File: src/rtl/canonical_huffman_decoder_pkg.sv
// Shared widths and state encoding for the canonical Huffman decoder slice.
package huffman_pkg;

  localparam int unsigned SYM_W  = 8;
  localparam int unsigned NSYM   = 16;
  localparam int unsigned MAXLEN = 8;
  localparam int unsigned CNT_W  = $clog2(NSYM) + 1;
  localparam int unsigned LEN_W  = 4;
  localparam int unsigned ADDR_W = 4;
  localparam int unsigned IDX_W  = $clog2(NSYM);
  localparam int unsigned CODE_W = MAXLEN + 1;
  localparam int unsigned SUM_W  = CODE_W + 1;

  typedef enum logic [1:0] {
    LOAD   = 2'd0,
    DECODE = 2'd1,
    OUT    = 2'd2,
    ERR    = 2'd3
  } state_t;

endpackage

File: src/rtl/canonical_huffman_decoder_if.sv
// Table-load, bit-stream and symbol-output signals of the Huffman decoder.
interface canonical_huffman_decoder_if;
  import huffman_pkg::*;

  logic              flush;
  logic              tbl_wr_en;
  logic              tbl_wr_sel;
  logic [ADDR_W-1:0] tbl_wr_addr;
  logic [SYM_W-1:0]  tbl_wr_data;
  logic              tbl_done;
  logic              bit_in;
  logic              bit_valid;
  logic              bit_ready;
  logic [SYM_W-1:0]  sym_out;
  logic [LEN_W-1:0]  sym_len;
  logic              sym_valid;
  logic              sym_ready;
  logic              err;
  logic              busy;

  modport master (
    output flush, tbl_wr_en, tbl_wr_sel, tbl_wr_addr, tbl_wr_data, tbl_done,
    output bit_in, bit_valid, sym_ready,
    input  bit_ready, sym_out, sym_len, sym_valid, err, busy
  );

  modport slave (
    input  flush, tbl_wr_en, tbl_wr_sel, tbl_wr_addr, tbl_wr_data, tbl_done,
    input  bit_in, bit_valid, sym_ready,
    output bit_ready, sym_out, sym_len, sym_valid, err, busy
  );

endinterface

File: src/rtl/canonical_huffman_decoder_table.sv
// Per-length code count table and canonical-order symbol table with
// one write port and combinational read ports.
module huff_code_table
  import huffman_pkg::*;
(
  input  logic              clk,
  input  logic              rst,
  input  logic              clr,
  input  logic              wr_en,
  input  logic              wr_sel,
  input  logic [ADDR_W-1:0] wr_addr,
  input  logic [SYM_W-1:0]  wr_data,
  input  logic [LEN_W-1:0]  cnt_addr,
  output logic [CNT_W-1:0]  cnt_rd_c,
  input  logic [IDX_W-1:0]  sym_addr,
  output logic [SYM_W-1:0]  sym_rd_c
);

  logic [CNT_W-1:0] cnt_q [MAXLEN+1];
  logic [SYM_W-1:0] sym_q [NSYM];
  logic             cnt_we;
  logic             sym_we;

  // Length 0 has no codes, so address 0 is never written.
  assign cnt_we = wr_en && !wr_sel && (wr_addr != '0) && (wr_addr <= ADDR_W'(MAXLEN));
  assign sym_we = wr_en && wr_sel && (32'(wr_addr) < NSYM);

  always_ff @(posedge clk or posedge rst) begin
    if (rst) begin
      for (int unsigned i = 0; i <= MAXLEN; i++) cnt_q[i] <= '0;
    end else if (clr) begin
      for (int unsigned i = 0; i <= MAXLEN; i++) cnt_q[i] <= '0;
    end else if (cnt_we) begin
      cnt_q[wr_addr] <= CNT_W'(wr_data);
    end
  end

  // Symbol storage is deliberately left without reset.
  always_ff @(posedge clk) begin
    if (sym_we) sym_q[wr_addr[IDX_W-1:0]] <= wr_data;
  end

  assign cnt_rd_c = (cnt_addr <= LEN_W'(MAXLEN)) ? cnt_q[cnt_addr] : '0;
  assign sym_rd_c = sym_q[sym_addr];

endmodule

File: src/rtl/canonical_huffman_decoder.sv
// Bit-serial canonical Huffman decoder: loads count/symbol tables, then
// decodes one bit per cycle and hands symbols out over valid/ready.
module canonical_huffman_decoder
  import huffman_pkg::*;
(
  input  logic                         clk,
  input  logic                         rst,
  canonical_huffman_decoder_if.slave   bus
);

  state_t            state, state_n;
  logic [CODE_W-1:0] code_q, code_n;
  logic [CODE_W-1:0] first_q, first_n;
  logic [CNT_W-1:0]  index_q, index_n;
  logic [LEN_W-1:0]  len_q, len_n;
  logic [SYM_W-1:0]  sym_out_q, sym_out_n;
  logic [LEN_W-1:0]  sym_len_q, sym_len_n;
  logic              sym_valid_q, sym_valid_n;
  logic              err_q, err_n;
  logic              bit_ready_q, bit_ready_n;
  logic              busy_q, busy_n;

  logic [CODE_W-1:0] code_c;
  logic [CODE_W-1:0] diff_c;
  logic [LEN_W-1:0]  len_c;
  logic [CNT_W-1:0]  cnt_c;
  logic [SUM_W-1:0]  sum_c;
  logic [SYM_W-1:0]  sym_c;
  logic              hit_c;
  logic              tbl_we_c;

  assign tbl_we_c = bus.tbl_wr_en && (state == LOAD) && !bus.flush;

  huff_code_table u_table (
    .clk      (clk),
    .rst      (rst),
    .clr      (bus.flush),
    .wr_en    (tbl_we_c),
    .wr_sel   (bus.tbl_wr_sel),
    .wr_addr  (bus.tbl_wr_addr),
    .wr_data  (bus.tbl_wr_data),
    .cnt_addr (len_c),
    .cnt_rd_c (cnt_c),
    .sym_addr (sum_c[IDX_W-1:0]),
    .sym_rd_c (sym_c)
  );

  // Candidate code with the incoming bit; a hit needs an in-range symbol index too.
  assign code_c = CODE_W'({code_q, bus.bit_in});
  assign len_c  = len_q + LEN_W'(1);
  assign diff_c = code_c - first_q;
  assign sum_c  = SUM_W'(index_q) + SUM_W'(diff_c);
  assign hit_c  = (diff_c < CODE_W'(cnt_c)) && (sum_c < SUM_W'(NSYM));

  always_comb begin
    state_n     = state;
    code_n      = code_q;
    first_n     = first_q;
    index_n     = index_q;
    len_n       = len_q;
    sym_out_n   = sym_out_q;
    sym_len_n   = sym_len_q;
    sym_valid_n = sym_valid_q;
    err_n       = err_q;

    if (bus.flush) begin
      state_n     = LOAD;
      err_n       = 1'b0;
      sym_valid_n = 1'b0;
      code_n      = '0;
      first_n     = '0;
      index_n     = '0;
      len_n       = '0;
    end else begin
      case (state)
        LOAD: begin
          if (bus.tbl_done) begin
            state_n = DECODE;
            code_n  = '0;
            first_n = '0;
            index_n = '0;
            len_n   = '0;
          end
        end
        DECODE: begin
          if (bus.bit_valid && bit_ready_q) begin
            if (hit_c) begin
              sym_out_n   = sym_c;
              sym_len_n   = len_c;
              sym_valid_n = 1'b1;
              state_n     = OUT;
            end else if (len_c == LEN_W'(MAXLEN)) begin
              err_n   = 1'b1;
              state_n = ERR;
            end else begin
              index_n = index_q + cnt_c;
              first_n = CODE_W'((first_q + CODE_W'(cnt_c)) << 1);
              code_n  = code_c;
              len_n   = len_c;
            end
          end
        end
        OUT: begin
          if (bus.sym_ready) begin
            sym_valid_n = 1'b0;
            state_n     = DECODE;
            code_n      = '0;
            first_n     = '0;
            index_n     = '0;
            len_n       = '0;
          end
        end
        ERR: begin
          state_n = ERR;
        end
        default: state_n = LOAD;
      endcase
    end

    bit_ready_n = (state_n == DECODE);
    busy_n      = (state_n != LOAD);
  end

  always_ff @(posedge clk or posedge rst) begin
    if (rst) begin
      state       <= LOAD;
      code_q      <= '0;
      first_q     <= '0;
      index_q     <= '0;
      len_q       <= '0;
      sym_out_q   <= '0;
      sym_len_q   <= '0;
      sym_valid_q <= 1'b0;
      err_q       <= 1'b0;
      bit_ready_q <= 1'b0;
      busy_q      <= 1'b0;
    end else begin
      state       <= state_n;
      code_q      <= code_n;
      first_q     <= first_n;
      index_q     <= index_n;
      len_q       <= len_n;
      sym_out_q   <= sym_out_n;
      sym_len_q   <= sym_len_n;
      sym_valid_q <= sym_valid_n;
      err_q       <= err_n;
      bit_ready_q <= bit_ready_n;
      busy_q      <= busy_n;
    end
  end

  assign bus.sym_out   = sym_out_q;
  assign bus.sym_len   = sym_len_q;
  assign bus.sym_valid = sym_valid_q;
  assign bus.err       = err_q;
  assign bus.bit_ready = bit_ready_q;
  assign bus.busy      = busy_q;

endmodule

File: src/flat_wrapper.sv
// flat-port wrapper written by rule: the top's interface ports become plain ports
module canonical_huffman_decoder_flat import huffman_pkg::*;
  (clk, rst, bus_flush, bus_tbl_wr_en, bus_tbl_wr_sel, bus_tbl_wr_addr, bus_tbl_wr_data, bus_tbl_done, bus_bit_in, bus_bit_valid, bus_sym_ready, bus_bit_ready, bus_sym_out, bus_sym_len, bus_sym_valid, bus_err, bus_busy);
  canonical_huffman_decoder_if bus_i ();
  input  logic clk;
  input  logic rst;
  input wire logic [$bits(bus_i.flush)-1:0] bus_flush;
  input wire logic [$bits(bus_i.tbl_wr_en)-1:0] bus_tbl_wr_en;
  input wire logic [$bits(bus_i.tbl_wr_sel)-1:0] bus_tbl_wr_sel;
  input wire logic [$bits(bus_i.tbl_wr_addr)-1:0] bus_tbl_wr_addr;
  input wire logic [$bits(bus_i.tbl_wr_data)-1:0] bus_tbl_wr_data;
  input wire logic [$bits(bus_i.tbl_done)-1:0] bus_tbl_done;
  input wire logic [$bits(bus_i.bit_in)-1:0] bus_bit_in;
  input wire logic [$bits(bus_i.bit_valid)-1:0] bus_bit_valid;
  input wire logic [$bits(bus_i.sym_ready)-1:0] bus_sym_ready;
  output wire logic [$bits(bus_i.bit_ready)-1:0] bus_bit_ready;
  output wire logic [$bits(bus_i.sym_out)-1:0] bus_sym_out;
  output wire logic [$bits(bus_i.sym_len)-1:0] bus_sym_len;
  output wire logic [$bits(bus_i.sym_valid)-1:0] bus_sym_valid;
  output wire logic [$bits(bus_i.err)-1:0] bus_err;
  output wire logic [$bits(bus_i.busy)-1:0] bus_busy;
  assign bus_i.flush = bus_flush;
  assign bus_i.tbl_wr_en = bus_tbl_wr_en;
  assign bus_i.tbl_wr_sel = bus_tbl_wr_sel;
  assign bus_i.tbl_wr_addr = bus_tbl_wr_addr;
  assign bus_i.tbl_wr_data = bus_tbl_wr_data;
  assign bus_i.tbl_done = bus_tbl_done;
  assign bus_i.bit_in = bus_bit_in;
  assign bus_i.bit_valid = bus_bit_valid;
  assign bus_i.sym_ready = bus_sym_ready;
  assign bus_bit_ready = bus_i.bit_ready;
  assign bus_sym_out = bus_i.sym_out;
  assign bus_sym_len = bus_i.sym_len;
  assign bus_sym_valid = bus_i.sym_valid;
  assign bus_err = bus_i.err;
  assign bus_busy = bus_i.busy;
  canonical_huffman_decoder u_core (.clk(clk), .rst(rst), .bus(bus_i));
endmodule
File: config.mk
export PLATFORM = sky130hd
export DESIGN_NAME = canonical_huffman_decoder_flat
export DESIGN_NICKNAME = d
export VERILOG_FILES = /design/src/rtl/canonical_huffman_decoder_pkg.sv /design/src/rtl/canonical_huffman_decoder_if.sv /design/src/rtl/canonical_huffman_decoder_table.sv /design/src/rtl/canonical_huffman_decoder.sv /design/src/flat_wrapper.sv
export SDC_FILE = /design/constraint.sdc
export NUM_CORES = 1
export LEC_CHECK = 0
export ABC_CLOCK_PERIOD_IN_PS = 4500
export CAP_MARGIN = 25
export CORE_ASPECT_RATIO = 0.75
export CORE_MARGIN = 5
export CORE_UTILIZATION = 35
export CTS_CLUSTER_DIAMETER = 40
export CTS_CLUSTER_SIZE = 14
export DETAILED_ROUTE_END_ITERATION = 7
export PLACE_DENSITY_LB_ADDON = 0.25
export SYNTH_ARGS = -nofsm -noshare
export SYNTH_HDL_FRONTEND = slang
export SYNTH_SLANG_ARGS = --single-unit
File: constraint.sdc
create_clock -name clk -period 4.5 [get_ports clk]
set_input_delay 0.9 -clock clk [delete_from_list [all_inputs] [get_ports clk]]
set_output_delay 0.9 -clock clk [all_outputs]
set_load 0.02 [all_outputs]
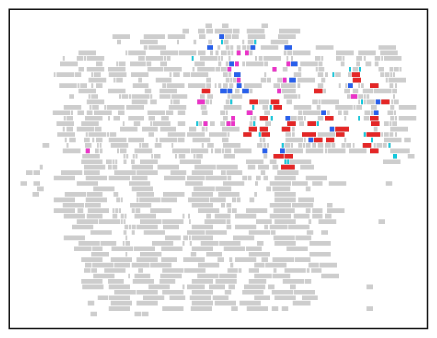
(images/logic_types.png)
Scale: 2 px per um.
Key: cyan = inverters [cells 23]; blue = AND-OR and OR-AND gates [cells 21]; magenta = AND and OR gates [cells 17, where top middle]; red = adder and majority cells [cells 31]
proportion of cell area occupied by multi-input gates: 32.4%
top logic cell by instance count in the layout: sky130_fd_sc_hd__edfxtp_1
post-route insts no fill: 1216

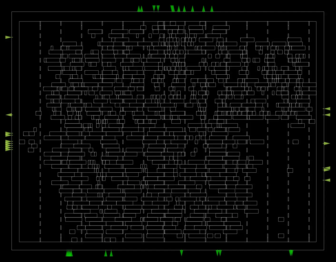
(images/placement.png)
number of cell rows: 54
registers: 216
tapcell count: 392
# fillers: 2620

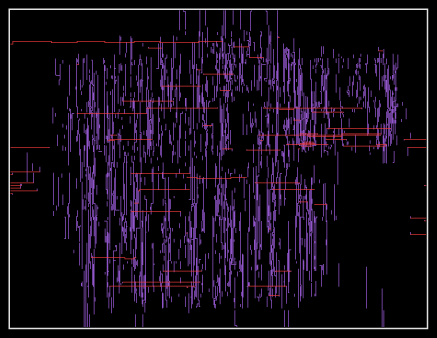
(images/wires.png)
Scale: 2 px per um. Two of the layers only.
Key: red = metal 3 [wire length 1040 um]; purple = metal 2 [wire length 10100 um]

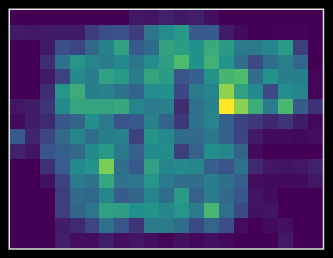
(images/metal_density.png)
Scale: 1.5 px per um. 21 x 16 tiles, from dark purple (low) to yellow (high), scaled to the fullest tile. Values are wire area over tile area, all layers added.
14% of the tiles are over half the peak. The mean over all tiles is 0.11. The emptiest ninth of the die: bottom right. The fullest tile reaches 0.44. 20% of the tiles are nearly empty.
vias after detailed routing: 6267
DRT Wirelength: 24400 um
overall routing resource usage: 14.6%
average wire length per cell after detail routing: 20.0 um

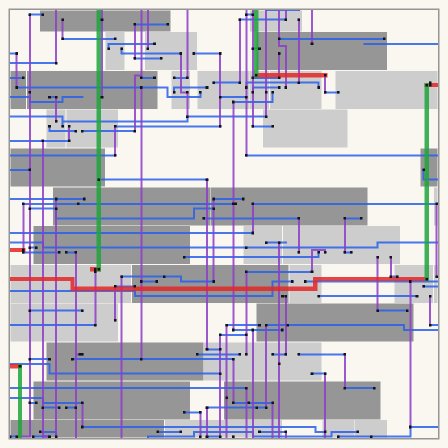
(images/detail.png)
Window x 89 to 119, y 64 to 94 um. Cells in gray, sequential cells in the stronger gray; small squares are vias.
Key: purple = metal 2; blue = metal 1; red = metal 3; green = metal 4
Netlist names of flops here include `u_core.u_table.sym_q` (9), `u_core.u_table.cnt_q` (3). 30 logic cells have their middle in the window. Sequential cells in the window: 12. Most frequent: edfxtp_1 (9), mux2i_1 (5), nor2_1 (4).

-- cells in the mapped netlist, types with 5 or more instances --
cell type and instances:
sky130_fd_sc_hd__a211oi_1 8, sky130_fd_sc_hd__a21o_1 9, sky130_fd_sc_hd__a21oi_1 26, sky130_fd_sc_hd__and3_1 9, sky130_fd_sc_hd__buf_2 10, sky130_fd_sc_hd__clkbuf_1 32, sky130_fd_sc_hd__dfrtp_1 88, sky130_fd_sc_hd__edfxtp_1 128
sky130_fd_sc_hd__ha_1 27, sky130_fd_sc_hd__inv_1 23, sky130_fd_sc_hd__mux2_2 6, sky130_fd_sc_hd__mux2_4 8, sky130_fd_sc_hd__mux2i_1 49, sky130_fd_sc_hd__mux4_2 42, sky130_fd_sc_hd__nand2_1 49, sky130_fd_sc_hd__nand3_1 10
sky130_fd_sc_hd__nand4_1 20, sky130_fd_sc_hd__nor2_1 70, sky130_fd_sc_hd__nor2b_1 22, sky130_fd_sc_hd__nor3_1 7, sky130_fd_sc_hd__o211ai_1 11, sky130_fd_sc_hd__o21a_1 5, sky130_fd_sc_hd__o21ai_0 6, sky130_fd_sc_hd__o311ai_1 6
sky130_fd_sc_hd__xnor2_1 10, sky130_fd_sc_hd__xor2_1 9
-- cell type report --
class / count / area (um^2) / share of cell area, %
Clock buffer: 33 / 762 / 6.17
Clock inverter: 23 / 327 / 2.64
Inverter: 23 / 88.8 / 0.719
Multi-Input combinational cell: 466 / 4000 / 32.4
Sequential cell: 216 / 6050 / 49.0
Tap cell: 392 / 490 / 3.97
Timing Repair Buffer: 63 / 638 / 5.17
-- kinds of logic after synthesis --
kind of cell               count (synthesis)
muxes                                    105
AOI/OAI and AO/OA                        100
xor gates and xnor gates                  20
adders and majority gates                 31
DFF                                      216
and+or+nand+nor                          210
buffers and inverters                     72
==> CHANGELOG.md <==
### Physical design

* Run status: finished clean
* Met2 GRT Util at 20.4%
* Routing usage on met1 at 23.5%
* Worst setup skew after layout at 40.9 ps
* Buffer count from post-CTS setup fixing at 0
* Leakage power figure at 0.00502 uW
* Number of global-route vias before repair at 6347
* Worst setup path category: reg -> reg
* Number of distinct library cells after synthesis at 60
* FF-to-FF path depth at 14
* Post-layout period usage at 93.8%
* Highest attainable clock frequency at 0.237 GHz
* Post-synth mux share at 15.7%
* Fraction of power spent switching nets at 23.5%
* Seq cells post-synth at 216
* Beginning of the worst register-to-register path: u_core.len_q[0]
* Clk ins delay skew pair at 570 ps
* H-tree Lvls at 1
* Fraction of the yosys area taken by sequential cells at 58.5%
* Power in the clock group at 2490 uW
* Transition time at the pin with the least slew margin at 1060 ps
* Via count normalized by instance count at 5.15
* Cell type with the highest aggregate area in the netlist: sky130_fd_sc_hd__edfxtp_1
* Sum of net half-perimeters after detailed placement at 16200 um
* Antenna Nets Post-Route at 0
* Post-detailed-route DRC marker count at 0
* Worst Hold Class: reg -> reg
* CTS root buffer: sky130_fd_sc_hd__clkbuf_16
* Final hold viol count at 0
* Cell breakdown of the critical path: ha_1 > or4bb_1 > o22ai_1 > a22oi_1 > or2_2 > ha_1 > a21oi_1 > nand2_1 > a2111oi_2 > o2111ai_1 > nor4_4 > nand3_2 > buf_4 > mux2_4
* Proportion of register bits with asynchronous set or reset after synthesis at 40.7%
* Startpoint type of the worst setup path: flop
* Most used DFF post-synth: sky130_fd_sc_hd__edfxtp_1
* Antenna violations before repair at 0
* Area of the mapped netlist at 10300 um^2
* Global placement routability congestion at 0.771
* Cell with the largest stage delay on the worst path: sky130_fd_sc_hd__or4bb_1
* Number of buffer and inverter stages on the critical path at 1
* Max clock buf depth at 3
* Combinational logic power at 224 uW
* Layout cell share with drive strength beyond 1 at 18.4%
* Worst flop-to-flop path endpoint: u_core.bus.sym_out[5]
Power figures rest on the tool's default switching activity, not on a simulated workload.
